Fig. 1: met2 routing
Bar = 50 um.
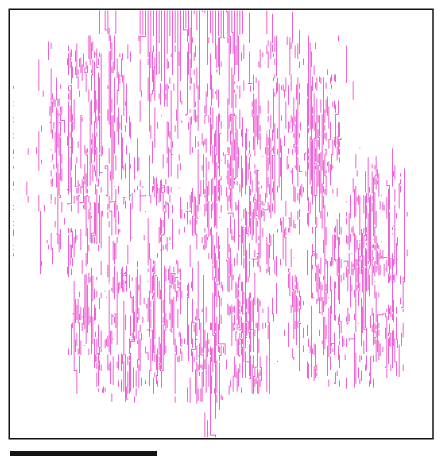
Fig. 2: I/O nets highlighted
Bar = 50 um.
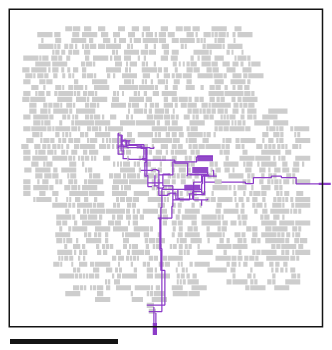
Fig. 3: wiring by layer
Only two layers are drawn.
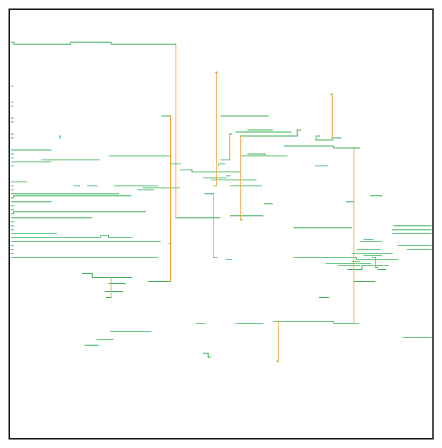
Fig. 4: placement view
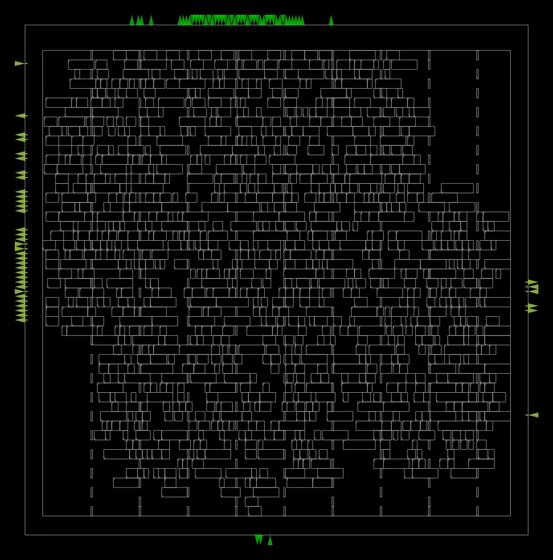
Fig. 5: where the registers sit
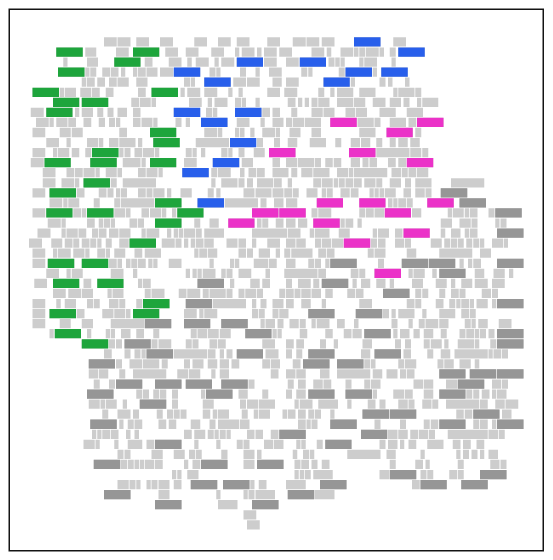
===== config.mk =====
export PLATFORM = sky130hd
export DESIGN_NAME = aligner_fifo_ctrl
export DESIGN_NICKNAME = d
export VERILOG_FILES = /design/src/rtl/aligner_fifo_ctrl.sv
export SDC_FILE = /design/constraint.sdc
export NUM_CORES = 1
export LEC_CHECK = 0
export CAP_MARGIN = 0
export CORE_AREA = 5 5 139 141
export DETAILED_ROUTE_END_ITERATION = 16
export DIE_AREA = 0 0 144 146
export PLACE_DENSITY_LB_ADDON = 0.25
export SYNTH_ARGS = -nofsm -noshare
export SYNTH_HDL_FRONTEND = slang
export SYNTH_SLANG_ARGS = --single-unit
export TNS_END_PERCENT = 10

===== constraint.sdc =====
create_clock -name clk -period 4.6 [get_ports clk]
set_input_delay 0.92 -clock clk [delete_from_list [all_inputs] [get_ports clk]]
set_output_delay 0.92 -clock clk [all_outputs]
set_load 0.02 [all_outputs]

===== src/rtl/aligner_fifo_ctrl.sv =====
// aligner_fifo_ctrl
// Sequencing controller for one aligner_fifo instance. It latches the run
// configuration, holds the aligner in reset while configuring or recovering,
// and gates both input valids. It watches the second stream arrive within
// cfg_delay + TIMEOUT_MARGIN of the first, and watches the aligner statuses.
// It makes a bounded number of automatic recoveries before going to ERROR,
// and drains cleanly on stop.
//
// Ports
//   clk            clock
//   aresetn        synchronous reset, active HIGH despite the name
//   start_i        pulse: latch cfg_delay_i and arm (IDLE only)
//   stop_i         pulse: drain and return to IDLE
//   clear_i        pulse: leave ERROR, zero the counters
//   cfg_delay_i    expected 1st->2nd stream delay, cycles
//   vld_1st_i      raw first-stream valid
//   vld_2d_i       raw second-stream valid
//   vld_o_mon_i    aligner vld_o, monitored
//   statuses_i     aligner statuses {2d missing, 1st missing, underflow, overflow}
//   delay_o        latched delay for the aligner
//   aligner_rst_o  active-high reset to the aligner
//   vld_1st_o      gated first-stream valid
//   vld_2d_o       gated second-stream valid
//   state_o        encoded state
//   busy_o         state is neither IDLE nor ERROR
//   err_o          high in ERROR
//   retry_cnt_o    recoveries since the last start, saturating
//   aligned_cnt_o  vld_o pulses seen in RUN, saturating
module aligner_fifo_ctrl #(
  parameter int WIDTH_FIFO     = 32,
  parameter int DLY_W          = 16,
  parameter int RST_CYCLES     = 8,
  parameter int TIMEOUT_MARGIN = 64,
  parameter int MAX_RETRY      = 3,
  parameter int DRAIN_IDLE     = 16
) (
  input  logic             clk,
  input  logic             aresetn,
  input  logic             start_i,
  input  logic             stop_i,
  input  logic             clear_i,
  input  logic [DLY_W-1:0] cfg_delay_i,
  input  logic             vld_1st_i,
  input  logic             vld_2d_i,
  input  logic             vld_o_mon_i,
  input  logic [3:0]       statuses_i,
  output logic [DLY_W-1:0] delay_o,
  output logic             aligner_rst_o,
  output logic             vld_1st_o,
  output logic             vld_2d_o,
  output logic [2:0]       state_o,
  output logic             busy_o,
  output logic             err_o,
  output logic [1:0]       retry_cnt_o,
  output logic [31:0]      aligned_cnt_o
);

  localparam int WAIT_W = DLY_W + 1;

  localparam logic [2:0] S_IDLE    = 3'd0;
  localparam logic [2:0] S_CFG     = 3'd1;
  localparam logic [2:0] S_ARM     = 3'd2;
  localparam logic [2:0] S_FILL    = 3'd3;
  localparam logic [2:0] S_RUN     = 3'd4;
  localparam logic [2:0] S_RECOVER = 3'd5;
  localparam logic [2:0] S_DRAIN   = 3'd6;
  localparam logic [2:0] S_ERROR   = 3'd7;

  if (WIDTH_FIFO < 1 || RST_CYCLES < 1 || DRAIN_IDLE < 1) begin : g_param_check
    $error("aligner_fifo_ctrl: WIDTH_FIFO, RST_CYCLES and DRAIN_IDLE must be >= 1");
  end

  logic [2:0]        r_state;
  logic [DLY_W-1:0]  r_delay;
  logic [WAIT_W-1:0] r_wait;
  logic [31:0]       r_hold;
  logic [31:0]       r_idle;
  logic              r_stop_pend;
  logic [1:0]        r_retry;
  logic [31:0]       r_aligned;

  logic [WAIT_W-1:0] w_limit;
  logic [WAIT_W-1:0] w_wait_nxt;
  logic              w_timeout;
  logic              w_hold_done;
  logic              w_stop_req;
  logic [1:0]        w_retry_inc;
  logic              w_en_1st;
  logic              w_en_2d;

  // The limit is one bit wider than the delay, so a large cfg_delay plus the
  // margin cannot wrap into an early timeout.
  assign w_limit     = {1'b0, r_delay} + WAIT_W'(TIMEOUT_MARGIN);
  // r_wait holds the count of the previous FILL cycle. The ARM cycle that saw
  // the first valid counts as 0, so the first FILL cycle counts as 1.
  assign w_wait_nxt  = r_wait + 1'b1;
  assign w_timeout   = (w_wait_nxt >= w_limit);
  assign w_hold_done = (r_hold == 32'(RST_CYCLES - 1));
  // A stop that arrives during a reset hold is remembered until the hold ends.
  assign w_stop_req  = r_stop_pend | stop_i;
  assign w_retry_inc = (r_retry == 2'd3) ? r_retry : r_retry + 2'd1;

  always_ff @(posedge clk) begin
    if (aresetn) begin
      r_state     <= S_IDLE;
      r_delay     <= '0;
      r_wait      <= '0;
      r_hold      <= '0;
      r_idle      <= '0;
      r_stop_pend <= 1'b0;
      r_retry     <= '0;
      r_aligned   <= '0;
    end else begin
      case (r_state)
        S_IDLE: begin
          if (start_i) begin
            r_state     <= S_CFG;
            r_delay     <= cfg_delay_i;
            r_retry     <= '0;
            r_aligned   <= '0;
            r_hold      <= '0;
            r_stop_pend <= 1'b0;
          end
        end
        S_CFG, S_RECOVER: begin
          r_stop_pend <= w_stop_req;
          if (w_hold_done) begin
            r_hold <= '0;
            if (w_stop_req)
              r_state <= S_IDLE;
            else if (r_state == S_CFG || 32'(r_retry) < MAX_RETRY)
              r_state <= S_ARM;
            else
              r_state <= S_ERROR;
          end else begin
            r_hold <= r_hold + 32'd1;
          end
        end
        S_ARM: begin
          if (stop_i) begin
            r_state <= S_DRAIN;
            r_idle  <= '0;
          end else if (vld_1st_i) begin
            r_state <= S_FILL;
            r_wait  <= '0;
          end
        end
        S_FILL: begin
          // A second-stream valid on the timeout cycle still counts as arrival.
          if (stop_i) begin
            r_state <= S_DRAIN;
            r_idle  <= '0;
          end else if (vld_2d_i) begin
            r_state <= S_RUN;
          end else if (w_timeout) begin
            r_state     <= S_RECOVER;
            r_retry     <= w_retry_inc;
            r_hold      <= '0;
            r_stop_pend <= 1'b0;
          end else begin
            r_wait <= w_wait_nxt;
          end
        end
        S_RUN: begin
          if (vld_o_mon_i && (r_aligned != '1))
            r_aligned <= r_aligned + 32'd1;
          if (stop_i) begin
            r_state <= S_DRAIN;
            r_idle  <= '0;
          end else if (|statuses_i) begin
            r_state     <= S_RECOVER;
            r_retry     <= w_retry_inc;
            r_hold      <= '0;
            r_stop_pend <= 1'b0;
          end
        end
        S_DRAIN: begin
          if (vld_o_mon_i)
            r_idle <= '0;
          else if (r_idle == 32'(DRAIN_IDLE - 1))
            r_state <= S_IDLE;
          else
            r_idle <= r_idle + 32'd1;
        end
        S_ERROR: begin
          if (clear_i) begin
            r_state   <= S_IDLE;
            r_retry   <= '0;
            r_aligned <= '0;
          end
        end
        default: r_state <= S_IDLE;
      endcase
    end
  end

  assign w_en_1st = (r_state == S_ARM) || (r_state == S_FILL) || (r_state == S_RUN);
  assign w_en_2d  = (r_state == S_FILL) || (r_state == S_RUN);

  assign delay_o       = r_delay;
  assign aligner_rst_o = (r_state == S_IDLE) || (r_state == S_CFG) ||
                         (r_state == S_RECOVER) || (r_state == S_ERROR);
  assign vld_1st_o     = vld_1st_i & w_en_1st;
  assign vld_2d_o      = vld_2d_i & w_en_2d;
  assign state_o       = r_state;
  assign busy_o        = (r_state != S_IDLE) && (r_state != S_ERROR);
  assign err_o         = (r_state == S_ERROR);
  assign retry_cnt_o   = r_retry;
  assign aligned_cnt_o = r_aligned;

endmodule


==> Implementation_results.wiki <==
== Metrics ==
{| class="wikitable"
! Metric !! Value
|-
| Run status || finished clean
|-
| Multi-input gate share of the layout cell area || 0.5143
|-
| Maximum Capacitance Violations || 0
|-
| Setup_tns || 0 ps
|-
| Number of vias per cell || ~5.9
|-
| Count of cells along the worst hold path || 2
|-
| Number of hold buffers added after cts || 0
|-
| Number of sequential cells in the layout || 135
|-
| Final number of setup-violating endpoints || 0
|-
| Int Pwr || approximately 2.3 mW
|-
| Cell kind with the greatest summed area || combinational gates
|-
| Number of standard cells after synthesis || roughly 1000
|-
| Switching Fraction || 0.3370
|-
| Signal buf overhead || 0.1013
|-
| Part of the power in combinational logic || 0.247
|-
| Max Transition Viols Final || 0
|-
| Post-CTS setup repair buffer count || 0
|-
| Initial antenna violation count || 1
|-
| Power Dens Cells || ~360 mW/mm^2
|-
| Type of the worst setup path || register to register
|-
| Clock tree from TritonCTS || done
|-
| Async set-or-reset flop fraction in the synthesized netlist || 0
|-
| Maximum number of pins on one net before global-route repair || 75
|-
| Clkbuf count || 20
|-
| Worst IR drop on VDD || 0.2837 mV
|-
| Element type at the critical path end || register
|-
| Number of detailed-routing iterations run before antenna repair || 6
|-
| First-pass GRT wire length || 35790 um
|-
| Number of flops mapped to enable cells by yosys || 0
|-
| Dominant cell area share || 0.3430
|-
| Insertion Delay late pin || 430 ps
|-
| Top-Level Pins || 86
|-
| Total tool warning count || 26
|-
| Worst Setup Start Kind || register
|-
| Area used by multi-input combinational logic || 0.004863 sq mm
|-
| Worst hold path type || register to register
|-
| Most frequently used flop master after synthesis || sky130_fd_sc_hd__dfxtp_1
|}
## Picture notes: Fig. 1
wire length on this layer = 9800 um
main direction = vertical
global routing usage on met2: 0.3063
Post-Route WL: 21700 um
total number of vias: 7696

## Picture notes: Fig. 2
state_o -> purple  # direction output, end cells 3, buffers 4, wire 599 um

## Picture notes: Fig. 3
metal 4 -> orange  # wire length 312 um
metal 3 -> green  # wire length 1080 um
aggregate global-route resource usage: 0.2059
Wirelength per Cell: 16.64 um

## Picture notes: Fig. 4
final core utilization: 0.5301
final standard cell count with taps included and fillers excluded: 1304
Core Footprint: 0.01784 sq mm

## Picture notes: Fig. 5
aligned_cnt_o -> green  # flops 32
delay_o -> blue  # flops 16, where top middle
r_wait -> magenta  # flops 17
not coloured = 70

[synth_stat cells, drive strengths merged, types with 16 or more instances]
master  instances
xor2           40
a21oi          89
nand2         107
dfxtp         135
xnor2          24
nor2           82
or3            18
inv            24
nor3           29
nand3          57
o211ai         23
o21ai          47
or4            18
nand4          49
nor4           24
a311oi         16
and3           22
ha             23
clkbuf         43
[per-stage QoR]
| stage | power [mW] | cell area [sq um] |
|---|---|---|
| after floorplan | 1.860 | 7879 |
| after global placement | 2.133 | 8905 |
| after detailed placement | 2.142 | 8905 |
| after CTS | 3.431 | 9457 |
| after global routing | 3.569 | 9457 |
| final | 3.404 | 9457 |
[flip-flops by register name, summed over array words and instances (netlist names)]
signal	flops
r_stop_pend	1
delay_o	16
r_hold	32
aligned_cnt_o	32
retry_cnt_o	2
r_wait	17
r_idle	32
state_o	3
[worst max-delay path, cell delays in order, from the launching register on]
cell and delay [ps]:
sky130_fd_sc_hd__dfxtp_1 420, sky130_fd_sc_hd__ha_1 220, sky130_fd_sc_hd__nand3_1 180, sky130_fd_sc_hd__nor4_1 480, sky130_fd_sc_hd__nand4_1 170, sky130_fd_sc_hd__xnor2_1 220, sky130_fd_sc_hd__ha_1 290, sky130_fd_sc_hd__nand4_1 90
sky130_fd_sc_hd__o21ai_0 120, sky130_fd_sc_hd__or3_4 400, sky130_fd_sc_hd__o21ai_2 610, sky130_fd_sc_hd__o211ai_1 170, sky130_fd_sc_hd__a32o_1 300
[worst max path at each step]
| stage | slack [ps] | startpoint | to |
|---|---|---|---|
| finish | 820 | r_wait[0] | r_wait[13] |
| global route | 460 | r_wait[0] | retry_cnt_o[1] |
| detailed placement | 870 | r_wait[0] | r_wait[13] |
| global placement | 930 | r_wait[0] | r_wait[13] |
| CTS | 840 | r_wait[0] | retry_cnt_o[1] |
| floorplan | 1340 | r_wait[4] | r_wait[12] |
[per-layer routing]
metal  vias to the layer above  share of wire  GRT usage
met5                         -              0          0
met4                         0          0.014    0.06733
met3                        28          0.050    0.05061
met2                       164           0.45     0.3063
met1                      3658           0.48     0.2914
li1                       3846              -          -
[cell usage in the layout (no fill, tap or decap), types with 23 or more instances in the layout]
cell | synthesis | layout
sky130_fd_sc_hd__a21oi_1 | 89 | 89
sky130_fd_sc_hd__nor2_1 | 81 | 81
sky130_fd_sc_hd__nor3_1 | 26 | 26
sky130_fd_sc_hd__dfxtp_1 | 135 | 135
sky130_fd_sc_hd__nand2_1 | 107 | 107
sky130_fd_sc_hd__xnor2_1 | 24 | 24
sky130_fd_sc_hd__clkdlybuf4s50_1 | 0 | 84
sky130_fd_sc_hd__ha_1 | 23 | 23
sky130_fd_sc_hd__inv_1 | 24 | 24
sky130_fd_sc_hd__nand3_1 | 55 | 55
sky130_fd_sc_hd__xor2_1 | 40 | 40
sky130_fd_sc_hd__o21ai_0 | 29 | 29
sky130_fd_sc_hd__nand4_1 | 48 | 48
[power by group through the flow]
stage          Sequential [mW]  Clock [mW]  Combinational (mW)
2_1_floorplan             1.30           0               0.555
3_3_place_gp              1.31           0               0.828
3_5_place_dp              1.31           0               0.836
4_1_cts                   1.28        1.31               0.840
5_1_grt                   1.29        1.35               0.925
6_report                  1.28        1.28               0.841
Power figures rest on the tool's default switching activity, not on a simulated workload.
